### Register map, names as in the netlist, run 1

Other sequential cells in the stronger gray, the rest of the logic in the fainter gray.
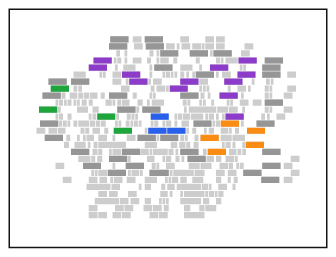
### Clock routing, run 1

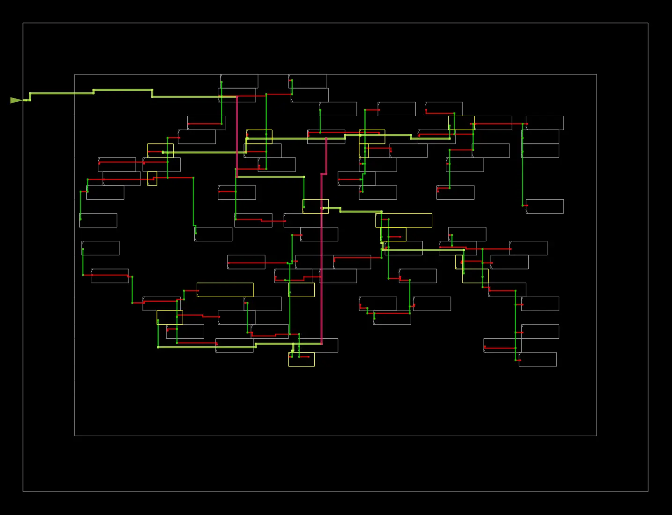
### Routed clock nets over the placement, run 1

Scale bar: 20 microns.
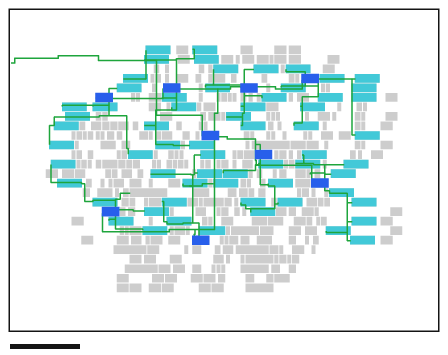
### Metal layers overlaid, run 1

Scale bar: 20 microns.
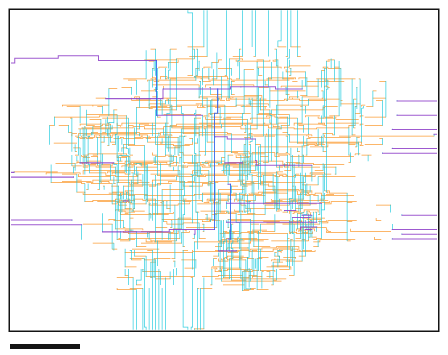
==> src/rtl/adc_channel_scheduler_pkg.sv <==
// Shared types and frame constants for the ADC128S022 channel scheduler.
// The scheduler and its round-robin arbiter both import this package.
package adc_sched_pkg;

   typedef enum logic [2:0] {
      S_IDLE,
      S_GRANT,
      S_FRAME,
      S_GAP,
      S_DONE
   } sched_state_t;

   localparam int ADC_BITS  = 12;
   localparam int FRAME_SCK = 16;

   localparam logic [3:0] ADDR_FIRST_K = 4'd2;
   localparam logic [3:0] ADDR_LAST_K  = 4'd4;
   localparam logic [3:0] DATA_FIRST_K = 4'd4;
   localparam logic [3:0] DATA_LAST_K  = 4'd15;

   // Address bit carried on din during sck period k: ch[2] first, ch[0] last.
   function automatic logic addr_bit(input logic [3:0] k, input logic [2:0] ch);
      logic bit_out;
      bit_out = 1'b0;
      if (k >= ADDR_FIRST_K && k <= ADDR_LAST_K) begin
         bit_out = ch[2'(ADDR_LAST_K - k)];
      end
      return bit_out;
   endfunction

endpackage

==> src/rtl/adc_channel_scheduler_if.sv <==
// Requester-side bus of the ADC scheduler.
// Requests in, acks and tagged conversion results out.
interface adc_channel_scheduler_if #(
   parameter int N_REQ = 4
);
   localparam int ID_W = (N_REQ > 1) ? $clog2(N_REQ) : 1;

   logic [N_REQ-1:0]   req_valid;
   logic [3*N_REQ-1:0] req_ch;
   logic [N_REQ-1:0]   req_ack;
   logic               result_valid;
   logic [11:0]        result_data;
   logic [ID_W-1:0]    result_id;
   logic               busy;

   modport master (
      output req_valid, req_ch,
      input  req_ack, result_valid, result_data, result_id, busy
   );

   modport slave (
      input  req_valid, req_ch,
      output req_ack, result_valid, result_data, result_id, busy
   );
endinterface

==> src/rtl/adc_channel_scheduler_arbiter.sv <==
// Round-robin arbiter: grants the lowest requesting index at or above the
// pointer, wrapping, and advances the pointer past each winner.
module adc_rr_arbiter #(
   parameter int N_REQ = 4,
   parameter int ID_W  = 2
) (
   input  logic             clk,
   input  logic             reset,
   input  logic             enable,
   input  logic [N_REQ-1:0] req,
   output logic [N_REQ-1:0] grant,
   output logic [ID_W-1:0]  idx,
   output logic             any
);

   logic [ID_W-1:0] ptr;

   always_comb begin
      grant = '0;
      idx   = '0;
      any   = 1'b0;
      for (int off = 0; off < N_REQ; off++) begin
         if (enable && !any && req[(int'(ptr) + off) % N_REQ]) begin
            any = 1'b1;
            grant[(int'(ptr) + off) % N_REQ] = 1'b1;
            idx = ID_W'((int'(ptr) + off) % N_REQ);
         end
      end
   end

   always_ff @(posedge clk) begin
      if (reset) begin
         ptr <= '0;
      end else if (any) begin
         ptr <= (idx == ID_W'(N_REQ - 1)) ? '0 : idx + 1'b1;
      end
   end

endmodule

==> src/rtl/adc_channel_scheduler.sv <==
// Arbitrates on-demand ADC128S022 conversions between requesters and runs
// the serial frames, adding a dummy address frame when the channel changes.
module adc_channel_scheduler
   import adc_sched_pkg::*;
#(
   parameter int N_REQ   = 4,
   parameter int SCK_DIV = 16,
   parameter int GAP_SCK = 1
) (
   input  logic clk_50M,
   input  logic reset,
   adc_channel_scheduler_if.slave bus,
   output logic adc_sck,
   output logic adc_cs_n,
   output logic din,
   input  logic dout
);

   localparam int ID_W    = (N_REQ > 1) ? $clog2(N_REQ) : 1;
   localparam int DIV_W   = $clog2(SCK_DIV);
   localparam int HALF    = SCK_DIV / 2;
   localparam int GAP_CYC = GAP_SCK * SCK_DIV;
   localparam int GAP_W   = $clog2(GAP_CYC + 1);

   sched_state_t         state;
   logic [DIV_W-1:0]     div_cnt;
   logic [3:0]           sck_k;
   logic [GAP_W-1:0]     gap_cnt;
   logic [2:0]           cur_ch;
   logic [2:0]           last_ch;
   logic                 last_ch_valid;
   logic                 second_pending;
   logic [ID_W-1:0]      cur_id;
   logic [ADC_BITS-1:0]  shift_reg;

   logic [N_REQ-1:0]     grant;
   logic [ID_W-1:0]      grant_idx;
   logic                 grant_any;
   logic [2:0]           grant_ch;

   adc_rr_arbiter #(
      .N_REQ (N_REQ),
      .ID_W  (ID_W)
   ) u_arbiter (
      .clk    (clk_50M),
      .reset  (reset),
      .enable (state == S_IDLE),
      .req    (bus.req_valid),
      .grant  (grant),
      .idx    (grant_idx),
      .any    (grant_any)
   );

   always_comb begin
      grant_ch = bus.req_ch[3*grant_idx +: 3];
   end

   // Outputs are registered alongside the state; every frame starts with a
   // falling sck edge, and dout is captured on the edge that raises sck.
   always_ff @(posedge clk_50M) begin
      if (reset) begin
         state            <= S_IDLE;
         adc_sck          <= 1'b1;
         adc_cs_n         <= 1'b1;
         din              <= 1'b0;
         bus.req_ack      <= '0;
         bus.result_valid <= 1'b0;
         bus.result_data  <= '0;
         bus.result_id    <= '0;
         bus.busy         <= 1'b0;
         div_cnt          <= '0;
         sck_k            <= '0;
         gap_cnt          <= '0;
         cur_ch           <= '0;
         last_ch          <= '0;
         last_ch_valid    <= 1'b0;
         second_pending   <= 1'b0;
         cur_id           <= '0;
         shift_reg        <= '0;
      end else begin
         bus.req_ack      <= '0;
         bus.result_valid <= 1'b0;
         case (state)
            S_IDLE: begin
               if (grant_any) begin
                  bus.req_ack    <= grant;
                  cur_ch         <= grant_ch;
                  cur_id         <= grant_idx;
                  bus.busy       <= 1'b1;
                  second_pending <= !last_ch_valid || (grant_ch != last_ch);
                  state          <= S_GRANT;
               end
            end
            S_GRANT: begin
               state    <= S_FRAME;
               adc_cs_n <= 1'b0;
               adc_sck  <= 1'b0;
               din      <= addr_bit(4'd0, cur_ch);
               div_cnt  <= '0;
               sck_k    <= '0;
            end
            S_FRAME: begin
               if (div_cnt == DIV_W'(SCK_DIV - 1)) begin
                  div_cnt <= '0;
                  if (sck_k == 4'(FRAME_SCK - 1)) begin
                     state         <= S_GAP;
                     adc_cs_n      <= 1'b1;
                     adc_sck       <= 1'b1;
                     din           <= 1'b0;
                     gap_cnt       <= '0;
                     last_ch       <= cur_ch;
                     last_ch_valid <= 1'b1;
                  end else begin
                     sck_k   <= sck_k + 4'd1;
                     adc_sck <= 1'b0;
                     din     <= addr_bit(sck_k + 4'd1, cur_ch);
                  end
               end else begin
                  div_cnt <= div_cnt + 1'b1;
                  if (div_cnt == DIV_W'(HALF - 1)) begin
                     adc_sck <= 1'b1;
                     if (sck_k >= DATA_FIRST_K) begin
                        shift_reg <= {shift_reg[ADC_BITS-2:0], dout};
                     end
                  end
               end
            end
            S_GAP: begin
               if (gap_cnt == GAP_W'(GAP_CYC - 1)) begin
                  if (second_pending) begin
                     second_pending <= 1'b0;
                     state          <= S_FRAME;
                     adc_cs_n       <= 1'b0;
                     adc_sck        <= 1'b0;
                     din            <= addr_bit(4'd0, cur_ch);
                     div_cnt        <= '0;
                     sck_k          <= '0;
                  end else begin
                     state            <= S_DONE;
                     bus.result_valid <= 1'b1;
                     bus.result_data  <= shift_reg;
                     bus.result_id    <= cur_id;
                  end
               end else begin
                  gap_cnt <= gap_cnt + 1'b1;
               end
            end
            S_DONE: begin
               bus.busy <= 1'b0;
               state    <= S_IDLE;
            end
            default: state <= S_IDLE;
         endcase
      end
   end

endmodule

==> src/flat_wrapper.sv <==
// flat-port wrapper written by rule: the top's interface ports become plain ports
module adc_channel_scheduler_flat import adc_sched_pkg::*;
#(
   parameter int N_REQ   = 4,
   parameter int SCK_DIV = 16,
   parameter int GAP_SCK = 1
)
  (clk_50M, reset, adc_sck, adc_cs_n, din, dout, bus_req_valid, bus_req_ch, bus_req_ack, bus_result_valid, bus_result_data, bus_result_id, bus_busy);
  adc_channel_scheduler_if #(.N_REQ(N_REQ)) bus_i ();
  input  logic clk_50M;
  input  logic reset;
  output logic adc_sck;
  output logic adc_cs_n;
  output logic din;
  input  logic dout;
  input wire logic [$bits(bus_i.req_valid)-1:0] bus_req_valid;
  input wire logic [$bits(bus_i.req_ch)-1:0] bus_req_ch;
  output wire logic [$bits(bus_i.req_ack)-1:0] bus_req_ack;
  output wire logic [$bits(bus_i.result_valid)-1:0] bus_result_valid;
  output wire logic [$bits(bus_i.result_data)-1:0] bus_result_data;
  output wire logic [$bits(bus_i.result_id)-1:0] bus_result_id;
  output wire logic [$bits(bus_i.busy)-1:0] bus_busy;
  assign bus_i.req_valid = bus_req_valid;
  assign bus_i.req_ch = bus_req_ch;
  assign bus_req_ack = bus_i.req_ack;
  assign bus_result_valid = bus_i.result_valid;
  assign bus_result_data = bus_i.result_data;
  assign bus_result_id = bus_i.result_id;
  assign bus_busy = bus_i.busy;
  adc_channel_scheduler #(.N_REQ(N_REQ), .SCK_DIV(SCK_DIV), .GAP_SCK(GAP_SCK)) u_core (.clk_50M(clk_50M), .reset(reset), .bus(bus_i), .adc_sck(adc_sck), .adc_cs_n(adc_cs_n), .din(din), .dout(dout));
endmodule
==> config.mk <==
export PLATFORM = sky130hd
export DESIGN_NAME = adc_channel_scheduler_flat
export DESIGN_NICKNAME = d
export VERILOG_FILES = /design/src/rtl/adc_channel_scheduler_pkg.sv /design/src/rtl/adc_channel_scheduler_if.sv /design/src/rtl/adc_channel_scheduler_arbiter.sv /design/src/rtl/adc_channel_scheduler.sv /design/src/flat_wrapper.sv
export SDC_FILE = /design/constraint.sdc
export NUM_CORES = 1
export LEC_CHECK = 0
export CAP_MARGIN = 10
export CORE_ASPECT_RATIO = 0.7
export CORE_MARGIN = 10
export CORE_UTILIZATION = 40
export DETAILED_ROUTE_END_ITERATION = 7
export GPL_ROUTABILITY_DRIVEN = 0
export GPL_TIMING_DRIVEN = 0
export PLACE_DENSITY = 0.66
export SLEW_MARGIN = 20
export SYNTH_ARGS = -nofsm -noshare
export SYNTH_HDL_FRONTEND = slang
export SYNTH_SLANG_ARGS = --single-unit
export TNS_END_PERCENT = 10
==> constraint.sdc <==
create_clock -name clk_50M -period 3.72 [get_ports clk_50M]
set_input_delay 0.744 -clock clk_50M [delete_from_list [all_inputs] [get_ports clk_50M]]
set_output_delay 0.744 -clock clk_50M [all_outputs]
set_load 0.005 [all_outputs]
==> results.toml, run 1 <==
# flow metrics
[status]
status = "complete, no violations"

[critical_path]
path_cells = "buf_6 > inv_1 > ha_1 > mux4_2 > nand2b_1 > a221oi_4 > mux4_1 > xor2_1 > nor2_1 > a41oi_2"
r2r-end = "u_core.second_pending$_SDFFE_PP0P_"
path_buffers = 2
critPathKind = "register to register"
startpoint_type = "register"
cp_slowest_cell = "mux4_1"
path_max_fanout = 7

[clocking]
cts_root_buf = "clkbuf_8"
postCtsSetupRepairBufs = 0
cts_resized = 0
cts.clk_slew.worst_paths_ns = 0.07

[floorplanning]
io_pins = 42
coreArea_sq_mm = 0.007222
die_h_microns = 91.63

[yosys]
yosys.area.top_type_share_pct = 43.02
ys_seq_share_pct = 43.02
topCellsByArea = "dfxtp_1, mux2i_1, nand2_1, a21oi_1, nor2_1"
ys_ff = 63

[final_timing]
setup-violations-final = 0
timing.final.crit_share_pct = 94.51

[global_route]
grt_max_degree = 11
grt-ovfl-total = 0

[run]
max_cap_viol_count = 0

[cells_and_area]
final_cell_mix = "dfxtp_1, nand2_1, nor2_1"
instances_no_fill = 488

[placement]
io_buffers = 40

[drt]
drc = 0
## Picture notes: 'Register map, names as in the netlist'
netlist name	color	placed flops
u_core.sck_k	green	4
u_core.state	blue	3
u_core.gap_cnt	orange	5
u_core.shift_reg	purple	12
power of the sequential group: 826 uW
Finished Core Util: 51.09%
flop share of the area: 34.21%
Register Area: 0.001262 sq mm

## Picture notes: 'Clock routing'
clk sinks: 63
final-layout clock buffer total: 11
Setup Skew: 0.005277 ns
P_clk: 638 uW

## Picture notes: 'Routed clock nets over the placement'
[flip-flops] cyan | count: 63
[clock wires] green | length: 783 microns
[clock drivers] blue | count: 9
routed clock nets	10
clock power share: 27.4%
worst skew pair latency: 0.34 ns

## Picture notes: 'Metal layers overlaid'
layer	color	wire length
metal 2	cyan	3010 microns
metal 4	blue	72.3 microns
metal 1	orange	3400 microns
metal 3	purple	441 microns
drt wl/cell: 14.19 microns
Tot GR Track Use: 13.32%

-- run 1: stage by stage --
stage          setup WS, ns  TNS [ns]  power [uW]
2_1_floorplan        0.4565         0        1447
3_3_place_gp       -0.06785  -0.06785        1651
3_5_place_dp       -0.06677  -0.06677        1665
4_1_cts             0.06209         0        2313
5_1_grt             0.01109         0        2498
6_report             0.2040         0        2331
-- run 1: synth_stat cells (all sizes together) --
library cell / count
and3: 3
nor2b: 3
buf: 3
a211o: 4
a41oi: 1
a222oi: 4
a22oi: 1
a211oi: 2
nor4b: 2
nand4: 3
or2: 2
nand3b: 1
ha: 9
clkbuf: 15
a21boi: 1
xnor2: 3
inv: 7
o22ai: 1
nand2: 49
a21oi: 36
nand2b: 3
o21ai: 10
xor2: 7
nor2: 47
or3: 2
o21bai: 1
a221o: 1
nand3: 3
nor3: 8
nor4: 2
a21o: 1
mux2i: 22
dfxtp: 63
mux4: 6
nand4b: 1
and2: 4
a221oi: 1
-- run 1: routing by layer --
metal  up-vias  share of wire [%]  GRT usage (%)
met4         0                1.0          3.914
li1       1264                  -              -
met2        52                 44          19.23
met3         7                6.4          6.001
met5         -                  0              0
met1      1139                 49          17.43
-- run 1: final cells by class --
type	instances	area, sq um
buffer	18	80.08
clock buffer	11	141.4
clock inverter	4	70.07
fill	703	3532
inverter	7	26.28
multi-input combinational	244	1564
sequential	63	1262
tap	98	122.6
timing repair buffer	43	422.9
-- run 1: power groups by stage --
stage	Sequential, uW	Clock, uW	Combinational (uW)
5_1_grt	835	690	973
2_1_floorplan	822	0	625
4_1_cts	823	653	837
6_report	826	638	868
3_5_place_dp	838	0	827
3_3_place_gp	835	0	815
-- run 1: cell families (layout without fill, tap and decap cells) --
family	Yosys count	in the layout	synth area share (%)
DFF	63	63	43.02
AOI/OAI and AO/OA	64	64	13.96
muxes	28	28	12.38
xor gates and xnor gates	10	10	2.988
adders and majority gates	9	9	3.841
and+or+nand+nor	133	133	20.19
buffers and inverters	25	83	3.628
-- run 1: how the worst max path moves through the flow --
| stage | start | end | slack (ns) | cells after the start |
|---|---|---|---|---|
| floorplan | u_core.u_arbiter.ptr[0]$_SDFFE_PP0P_ | u_core.second_pending$_SDFFE_PP0P_ | 0.46 | 10 |
| global placement | bus_req_valid[2] | u_core.second_pending$_SDFFE_PP0P_ | -0.07 | 8 |
| detailed placement | bus_req_valid[2] | u_core.second_pending$_SDFFE_PP0P_ | -0.07 | 8 |
| CTS | u_core.u_arbiter.ptr[1]$_SDFFE_PP0P_ | u_core.second_pending$_SDFFE_PP0P_ | 0.06 | 9 |
| global route | u_core.u_arbiter.ptr[0]$_SDFFE_PP0P_ | u_core.second_pending$_SDFFE_PP0P_ | 0.01 | 10 |
| finish | u_core.u_arbiter.ptr[0]$_SDFFE_PP0P_ | u_core.second_pending$_SDFFE_PP0P_ | 0.20 | 10 |
-- run 1: worst reg2reg max path, cell delays in order (launching register included) --
cell      delay [ns]
dfxtp_1         0.37
buf_6           0.15
inv_1           0.13
ha_1            0.43
mux4_2          0.56
nand2b_1        0.23
a221oi_4        0.42
mux4_1          0.64
xor2_1          0.18
nor2_1          0.16
a41oi_2         0.12
--- run 2 (diff from run 1) ---
--- a/config.mk
+++ b/config.mk
@@ -17,4 +17,4 @@
 export SYNTH_ARGS = -nofsm -noshare
 export SYNTH_HDL_FRONTEND = slang
 export SYNTH_SLANG_ARGS = --single-unit
-export TNS_END_PERCENT = 10
+export TNS_END_PERCENT = 1
### Routed clock nets over the placement, run 2

Scale bar: 20 microns.
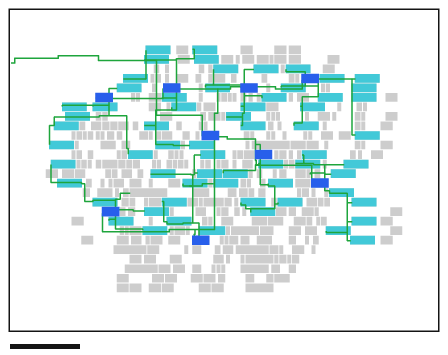
[clock drivers] blue | count: 9
[clock wires] green | length: 783 microns
[flip-flops] cyan | count: 63
routed clock nets	10

### Ports around the boundary, run 2

Pins as bars across the die edge, other pins in gray.
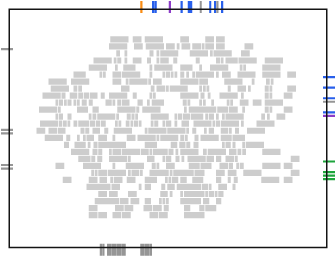
port	color	pins	direction	edge
bus_result_id	purple	2	output	1 north, 1 east
bus_result_data	blue	12	output	8 north, 4 east
adc_sck	orange	1	output	north
bus_req_ack	green	4	output	east
all pins by edge	15 south, 12 north, 10 east, 5 west
IO Port Bufs: 40
Die Span Y: 91.63 microns

### Metal layers overlaid, run 2

Scale bar: 20 microns.
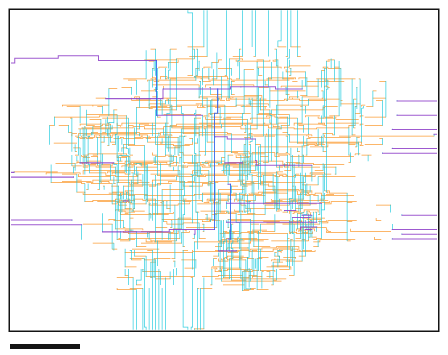
layer	color	wire length
metal 1	orange	3400 microns
metal 2	cyan	3010 microns
metal 4	blue	72.3 microns
metal 3	purple	441 microns
via count: 2462
drt total wl: 6923 microns

==> run 2 against run 1 <==
Sequential share of layout area stayed put. Global-route usage unchanged. Area after synthesis did not move. Cell count unchanged. Critical endpoint unchanged. Largest cell class unchanged.
==> results.toml, run 2 <==
# flow metrics
[status]
status = "complete, no violations"

[power_and_ir_drop]
finalPower_uw = 2331

[cells_and_area]
final_util_pct = 51.09
instances_no_fill = 488

[drt]
avgRoutedWirePerCell_microns = 14.19
drc = 0

[global_route]
grt_max_degree = 11
grt-ovfl-total = 0
grt_use_total_pct = 13.32

[critical_path]
path_cells = "buf_6 > inv_1 > ha_1 > mux4_2 > nand2b_1 > a221oi_4 > mux4_1 > xor2_1 > nor2_1 > a41oi_2"
path_buffers = 2
r2r-end = "u_core.second_pending$_SDFFE_PP0P_"
critical_path.endpoint = "u_core.second_pending$_SDFFE_PP0P_"
path_max_fanout = 7
critPathKind = "register to register"

[run]
max_cap_viol_count = 0

[yosys]
async_flop_share_pct = 0
ys_seq_share_pct = 43.02
ys_ff = 63
topCellsByArea = "dfxtp_1, mux2i_1, nand2_1, a21oi_1, nor2_1"
top_cells_by_count = "dfxtp_1, nand2_1, nor2_1"
edf_count = 0
yosys.area.top_type_share_pct = 43.02

[final_timing]
fin_skew_ns = 0.005277
setup-violations-final = 0
timing.final.crit_share_pct = 94.51

[floorplanning]
io_pins = 42
coreArea_sq_mm = 0.007222

[clocking]
cts.sinks = 63
-- run 2: cell counts after synthesis --
No cell type changed its count.
-- run 2: worst min path at each step --
| stage | from | endpoint |
|---|---|---|
| finish | u_core.bus.result_id[1]$_SDFFE_PP0P_ | u_core.bus.result_id[1]$_SDFFE_PP0P_ |
| floorplan | u_core.shift_reg[11]$_SDFFE_PP0P_ | u_core.bus.result_data[11]$_SDFFE_PP0P_ |
| CTS | u_core.bus.result_id[1]$_SDFFE_PP0P_ | u_core.bus.result_id[1]$_SDFFE_PP0P_ |
| detailed placement | u_core.bus.result_id[1]$_SDFFE_PP0P_ | u_core.bus.result_id[1]$_SDFFE_PP0P_ |
| global placement | u_core.bus.result_data[1]$_SDFFE_PP0P_ | u_core.bus.result_data[1]$_SDFFE_PP0P_ |
| global route | u_core.bus.result_data[1]$_SDFFE_PP0P_ | u_core.bus.result_data[1]$_SDFFE_PP0P_ |
-- run 2: routing by layer --
layer	vias to the layer above	routed length, microns	track usage, %
met5	-	0	0
met4	0	72	3.914
met3	7	440	6.001
met2	52	3012	19.23
met1	1139	3398	17.43
li1	1264	-	-
-- run 2: per-stage QoR --
stage | instance area [sq um] | setup slack (ns)
final | 3690 | 0.2040
after global routing | 3690 | 0.01109
after CTS | 3666 | 0.06209
after detailed placement | 3455 | -0.06677
after global placement | 3455 | -0.06785
after floorplan | 2932 | 0.4565
-- run 2: power breakdown --
part	leakage, uW	switching [uW]	internal [uW]	total, uW
Combinational	0.000704	456	412	868
Clock	0.000109	248	390	638
Sequential	0.000511	69.8	756	826
Total	0.00132	774	1560	2330
-- run 2: cell type report --
| type | count | area (sq um) |
|---|---|---|
| well taps | 98 | 122.6 |
| clock inverters | 4 | 70.07 |
| clock buffers | 11 | 141.4 |
| repair buffers | 43 | 422.9 |
| fillers | 703 | 3532 |
| flip-flops and latches | 63 | 1262 |
| multi-input cells | 244 | 1564 |
| inverters | 7 | 26.28 |
| plain buffers | 18 | 80.08 |
-- run 2: kinds of logic (layout without fill, tap and decap cells) --
family / count (synthesis) / count (layout) / synth area share (%)
buffers and inverters: 25 / 83 / 3.628
adders and majority gates: 9 / 9 / 3.841
and+or+nand+nor: 133 / 133 / 20.19
muxes: 28 / 28 / 12.38
xor gates and xnor gates: 10 / 10 / 2.988
AOI/OAI and AO/OA: 64 / 64 / 13.96
DFF: 63 / 63 / 43.02
-- run 2: repair_timing --
action,CTS,global route
resized,0,1
endpoints found under the setup margin,0,1
setup buffers,0,3
-- run 2: worst register-to-register path, cell delays in order (launching register included) --
cell and delay, ns:
dfxtp_1 0.37, buf_6 0.15, inv_1 0.13, ha_1 0.43, mux4_2 0.56, nand2b_1 0.23
a221oi_4 0.42, mux4_1 0.64, xor2_1 0.18, nor2_1 0.16, a41oi_2 0.12
--- run 3 (diff from run 2) ---
--- a/config.mk
+++ b/config.mk
@@ -12,9 +12,10 @@
 export DETAILED_ROUTE_END_ITERATION = 7
 export GPL_ROUTABILITY_DRIVEN = 0
 export GPL_TIMING_DRIVEN = 0
-export PLACE_DENSITY = 0.66
+export PLACE_DENSITY = 0.65
 export SLEW_MARGIN = 20
 export SYNTH_ARGS = -nofsm -noshare
 export SYNTH_HDL_FRONTEND = slang
+export SYNTH_HIERARCHICAL = 1
 export SYNTH_SLANG_ARGS = --single-unit
 export TNS_END_PERCENT = 1
### Register map, names as in the netlist, run 3

Other sequential cells in the stronger gray, the rest of the logic in the fainter gray.
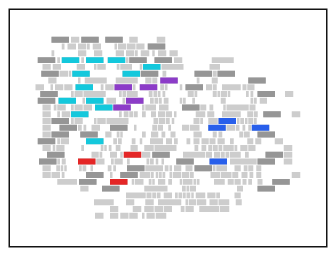
flop share of the area: 31.11%
Register Area: 0.001261 sq mm
Finished Core Util: 51.72%

### Clock routing, run 3

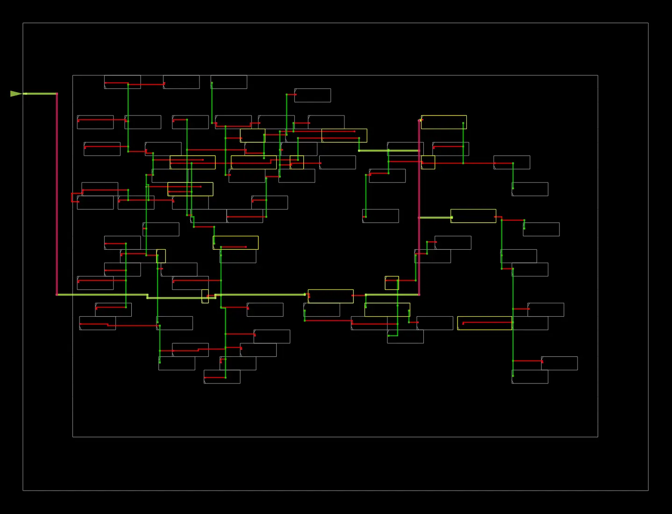
cts bufs inserted: 9
Setup Skew: 0.01093 ns

### Routed clock nets over the placement, run 3

Scale bar: 50 microns.
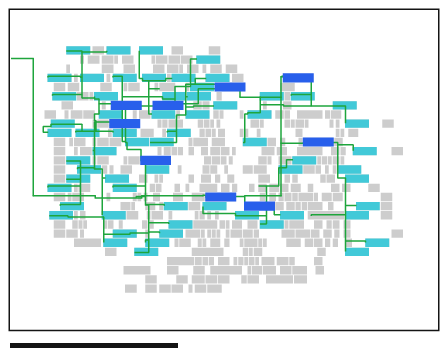
[flip-flops] cyan | count: 63
[clock drivers] blue | count: 9
[clock wires] green | length: 872 microns
routed clock nets	10
clock power share: 31.9%
worst skew pair latency: 0.32 ns
P_clk: 833 uW

==> run 3 against run 2 <==
Power up 12%. Wire length up 10%. Die size up 7.7%. Non-clock buffer count down 1. Clock skew up 0.0057 ns. Core utilization up 0.63 points. Sequential share of layout area down 3.1 points. First-iteration DRC count up 10%. Worst hold slack better by 0.0038 ns.
==> results.toml, run 3 <==
# flow metrics
[final_timing]
worstMarginPinSlew_ns = 0.7170
timing.final.crit_share_pct = 94.63
setup-violations-final = 0
holdWs_ns = 0.4553
tns_ns = 0

[yosys]
synthTopLogicFamily = "simple AND/OR/NAND/NOR gates"
synthAdderAreaFrac_pct = 3.897
ys_seq_share_pct = 39.28
ys_sh_mux_pct = 15.43
yosysMostFrequentCell = "dfxtp_1"
ys_cells = 348
async_flop_share_pct = 0
simple_gate_area_share_pct = 20.30
ff_type = "dfxtp_1"
top_cells_by_count = "dfxtp_1, nor2_1, mux2i_1"
ys_sh_aoi_pct = 14.50
ys_ff = 63
xor_share_pct = 1.364
edf_count = 0
yosys.area.top_type_share_pct = 39.28

[clocking]
cts.sinks = 63
hold_buffers = 0
cts.clk_slew.worst_paths_ns = 0.06

[global_route]
grt_use_total_pct = 12.98
grt-ovfl-total = 0
grt_max_degree = 12

[critical_path]
path_max_fanout = 10
critPathKind = "primary input to register"
startpoint_type = "primary input"

[drt]
avgRoutedWirePerCell_microns = 15.14
drc = 0
dr_total_vias = 2670
drt-total-wl_microns = 7646

[placement]
postPlaceCellArea_sq_mm = 0.003744
io_buffers = 40

[cells_and_area]
final_cell_mix = "dfxtp_1, nor2_1, clkdlybuf4s50_1"
final_area_sq_mm = 0.004054
instances_no_fill = 505
final_nets = 428
fillCellCount = 730
logic_area_sq_mm = 0.001795

[floorplanning]
die_h_microns = 94.96
die_w_microns = 127.1
coreArea_sq_mm = 0.007838
io_pins = 42

[run]
max_cap_viol_count = 0

[status]
status = "complete, no violations"
[run 3: per-stage QoR]
step,worst slack [ns],power [uW]
2_1_floorplan,0.3606,1521
3_3_place_gp,-0.2967,1752
3_5_place_dp,-0.2979,1774
4_1_cts,0.05142,2614
5_1_grt,0.01387,2781
6_report,0.1997,2611
[run 3: final timing paths]
kind,start,cells past startpoint,end,slack (ns)
worst min register to register,u_core/gap_cnt[4]$_SDFFE_PP0P_,2,u_core/gap_cnt[4]$_SDFFE_PP0P_,0.46
worst min-delay path,u_core/gap_cnt[4]$_SDFFE_PP0P_,2,u_core/gap_cnt[4]$_SDFFE_PP0P_,0.46
worst max-delay path,bus_req_valid[0],12,u_core/second_pending$_SDFFE_PP0P_,0.20
worst max register to register,u_core/u_arbiter/ptr[1]$_SDFFE_PP0P_,12,u_core/second_pending$_SDFFE_PP0P_,0.25
[run 3: where the power goes]
group	switching (uW)	internal (uW)
logic	536	429
registers	62.7	750
clock network	297	535
total	896	1710
[run 3: layout make-up]
| cell class | count | share of cell area, % |
|---|---|---|
| plain buffers | 20 | 3.302 |
| multi-input cells | 256 | 44.29 |
| inverters | 9 | 0.8333 |
| repair buffers | 40 | 9.938 |
| clock inverters | 5 | 1.420 |
| clock buffers | 11 | 5.988 |
| flip-flops and latches | 63 | 31.11 |
| well taps | 101 | 3.117 |
[run 3: critical path: stages]
cell and delay, ns:
clkdlybuf4s50_1 0.51, mux4_2 0.50, buf_6 0.16, nor2_4 0.10, and4_1 0.20, buf_6 0.12, a21oi_2 0.05, o22ai_4 0.22
mux4_2 0.57, xor2_1 0.16, nor4_1 0.28, nor3_1 0.08
[run 3: repair_timing]
action | in CTS | in global routing
gates resized | 0 | 2
setup buffers | 0 | 0
endpoints found under the hold margin | 0 | 0
endpoints found under the setup margin | 0 | 1
[run 3: logic make-up after synthesis]
| family | after synthesis |
|---|---|
| compound gates | 71 |
| xor+xnor | 5 |
| fa+ha+maj | 10 |
| buf+inv | 29 |
| flops | 63 |
| mux | 41 |
| simple gates | 129 |
[run 3: layer usage]
metal / GRT usage, % / part of all wire [%] / vias up
li1: - / - / 1352
met1: 18.21 / 52 / 1254
met2: 18.14 / 41 / 58
met3: 4.421 / 6.3 / 6
met4: 4.064 / 0.99 / 0
met5: 0 / 0 / -
No activity file was given, so power comes from the tool's default toggle rates.
